**src/rtl/booth_mult_seq.sv**
```systemverilog
// Sequential radix-4 Booth multiplier with signed/unsigned select.
// Retires one Booth digit per clock; WIDTH/2+1 digits per product.
module booth_mult_seq #(
   parameter int unsigned WIDTH = 32
) (
   input  logic             clock,
   input  logic             reset_n,
   input  logic             start,
   input  logic             is_signed,
   input  logic [WIDTH-1:0] a,
   input  logic [WIDTH-1:0] b,
   output logic             busy,
   output logic             done,
   output logic [WIDTH-1:0] hi,
   output logic [WIDTH-1:0] lo
);

   localparam int unsigned NDig = WIDTH / 2 + 1;
   localparam int unsigned ExtW = WIDTH + 2;
   localparam int unsigned AccW = 2 * WIDTH + 4;
   localparam int unsigned CntW = $clog2(NDig);

   typedef enum logic [1:0] {StIdle, StRun, StDone} state_e;

   state_e                 state_q, state_d;
   logic [ExtW-1:0]        a_q, a_d;
   // Extended multiplier with the implicit 0 below bit 0; shifted right two bits per digit
   logic [ExtW:0]          m_q, m_d;
   logic [AccW-1:0]        acc_q, acc_d;
   logic [CntW-1:0]        cnt_q, cnt_d;
   logic [2*WIDTH-1:0]     res_q, res_d;

   logic                   capture;
   logic                   last_digit;
   logic                   a_sx, b_sx;
   logic [ExtW-1:0]        pp;
   logic [AccW-1:0]        pp_ext;
   logic [CntW:0]          shamt;
   logic [AccW-1:0]        acc_sum;

   assign capture    = start && ((state_q == StIdle) || (state_q == StDone));
   assign last_digit = (cnt_q == CntW'(NDig - 1));
   assign a_sx       = is_signed & a[WIDTH-1];
   assign b_sx       = is_signed & b[WIDTH-1];

   // Partial product selected by the current Booth triple, at WIDTH+2 bits
   always_comb begin
      pp = '0;
      unique case (m_q[2:0])
         3'b001, 3'b010: pp = a_q;
         3'b011:         pp = {a_q[ExtW-2:0], 1'b0};
         3'b100:         pp = -{a_q[ExtW-2:0], 1'b0};
         3'b101, 3'b110: pp = -a_q;
         default:        pp = '0;
      endcase
   end

   // Sign-extend the partial product and align it to digit position 2i
   always_comb begin
      pp_ext  = {{(AccW - ExtW){pp[ExtW-1]}}, pp};
      shamt   = {cnt_q, 1'b0};
      acc_sum = acc_q + (pp_ext << shamt);
   end

   // Next-state logic: capture, digit retirement and result write
   always_comb begin
      state_d = state_q;
      a_d     = a_q;
      m_d     = m_q;
      acc_d   = acc_q;
      cnt_d   = cnt_q;
      res_d   = res_q;
      unique case (state_q)
         StIdle: ;
         StRun: begin
            acc_d = acc_sum;
            m_d   = m_q >> 2;
            cnt_d = cnt_q + 1'b1;
            if (last_digit) begin
               res_d   = acc_sum[2*WIDTH-1:0];
               state_d = StDone;
            end
         end
         StDone:  state_d = StIdle;
         default: state_d = StIdle;
      endcase
      // Capture overrides the IDLE/DONE defaults; never true in RUN
      if (capture) begin
         a_d     = {a_sx, a_sx, a};
         m_d     = {b_sx, b_sx, b, 1'b0};
         acc_d   = '0;
         cnt_d   = '0;
         state_d = StRun;
      end
   end

   // State registers with asynchronous active-low reset
   always_ff @(posedge clock or negedge reset_n) begin
      if (!reset_n) begin
         state_q <= StIdle;
         a_q     <= '0;
         m_q     <= '0;
         acc_q   <= '0;
         cnt_q   <= '0;
         res_q   <= '0;
      end else begin
         state_q <= state_d;
         a_q     <= a_d;
         m_q     <= m_d;
         acc_q   <= acc_d;
         cnt_q   <= cnt_d;
         res_q   <= res_d;
      end
   end

   // Outputs decoded straight from registers
   always_comb begin
      busy = (state_q == StRun);
      done = (state_q == StDone);
      hi   = res_q[2*WIDTH-1:WIDTH];
      lo   = res_q[WIDTH-1:0];
   end

endmodule

```
**config.mk**
```make
export PLATFORM = sky130hd
export DESIGN_NAME = booth_mult_seq
export DESIGN_NICKNAME = d
export VERILOG_FILES = /design/src/rtl/booth_mult_seq.sv
export SDC_FILE = /design/constraint.sdc
export NUM_CORES = 1
export LEC_CHECK = 0
export ABC_AREA = 0
export CAP_MARGIN = 20
export CORE_ASPECT_RATIO = 1.1
export CORE_MARGIN = 2
export CORE_UTILIZATION = 55
export DETAILED_ROUTE_END_ITERATION = 10
export DONT_BUFFER_PORTS = 1
export GPL_ROUTABILITY_DRIVEN = 1
export PLACE_DENSITY_LB_ADDON = 0.12
export SETUP_SLACK_MARGIN = 0.5
export SLEW_MARGIN = 10
export SYNTH_ARGS = -nofsm -noshare
export SYNTH_HDL_FRONTEND = slang
export SYNTH_SLANG_ARGS = --single-unit
```
**constraint.sdc**
```tcl
create_clock -name clock -period 8.2 [get_ports clock]
set_input_delay 0.82 -clock clock [delete_from_list [all_inputs] [get_ports clock]]
set_output_delay 0.82 -clock clock [all_outputs]
set_load 0.005 [all_outputs]
```
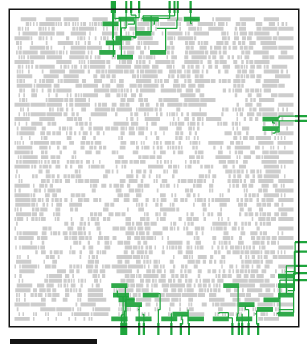
io_fan.png
The bar under the picture is 50 microns long.
legend:
  green:
    port: lo
    bits: 32
    direction: output
    edge: 15 bottom, 10 top, 7 right
    end_cells: 32
    wire: 674 microns

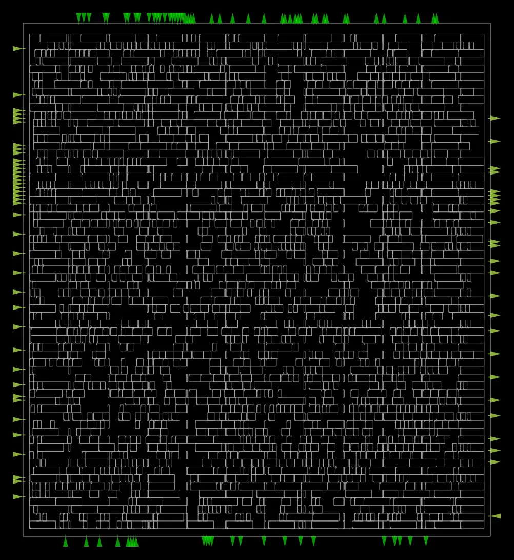
placement.png
core footprint: 27870 sq um
Tap Cells: 363

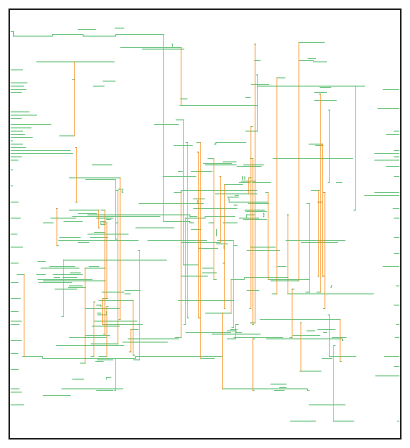
wires.png
Two of the layers only.
legend:
  orange:
    layer: metal 4
    wire_length: 2320 microns
  green:
    layer: metal 3
    wire_length: 2550 microns

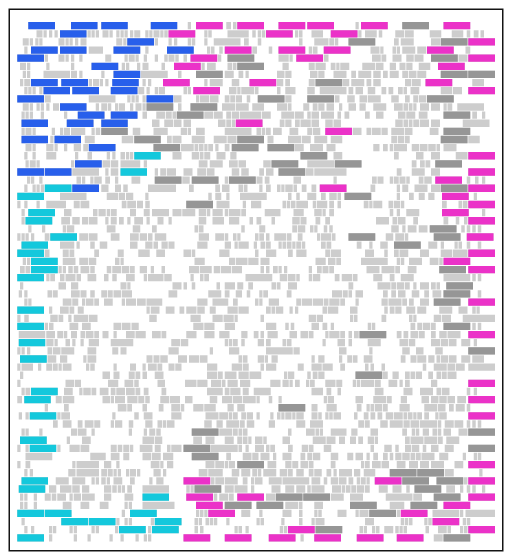
flops_by_reg.png
Other sequential cells in the stronger grey, the rest of the logic in the fainter grey.
legend:
  blue:
    signal: m_q
    flops: 34
    where: upper left
  cyan:
    signal: a_q
    flops: 33
  magenta:
    signal: res_q
    flops: 64
not coloured: 71

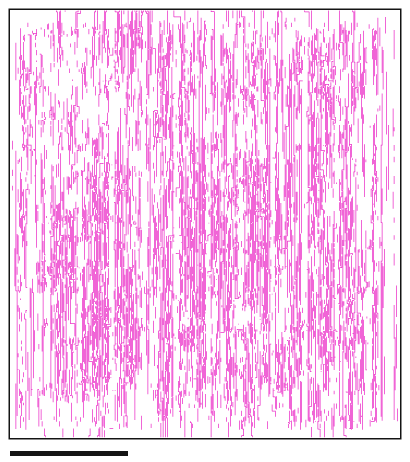
layer_met2.png
The bar under the picture is 50 microns long.
main direction: vertical
longest straight run: 76.3 microns
share of all routed wire: 48%
nets with wire on the layer: 1625
wire length on this layer: 23.4 mm

==> reports/metrics.cfg <==
[hold_path]
min_path_type = input pin to asynchronous set/reset pin

[outcome]
status = completed

[finish]
sh_seq_area_pct = 30.33
lay_top_count = nand2_1
finalInstanceArea_sq_um = 16660
sh_comb_area_pct = 59.39

[timing]
rsz0062_at_grt = no
fin_tns_setup_ns = 0
hold_viol = 0
slew_headroom_pct = 17.69

[routing]
firstDrtPassIters = 5
highest_layer = met4
vias = 14420

[synth]
async_flop_share_pct = 100.0
synth-edff-count = 0
netlist_top_cells_count = nand2_1, dfrtp_1, nor2_1
synthXorXnorAreaFrac_pct = 4.994
yosysWarningCount = 0
ys_cells = 1944

[clocking]
root_buffer = clkbuf_16
cts_max_level = 1
cts.clk_slew.worst_paths_ns = 0.06
cts_buffers = 24

[floorplanning]
chipArea_sq_um = 29740

[run]
cap_viol_max_count = 0

[placed_design]
port_buffers = 0
placed_cell_area_sq_um = 15730

[global_routing]
grt.overflow.total = 0
use_met3_pct = 3.936

[setup_path]
max_stage_delay_ns = 0.59
rr_endpoint = res_q[63]
start_kind = register
path_depth = 23
reg2reg_from = a_q[0]
critPathKind = register to register
crit_path_end = res_q[63]

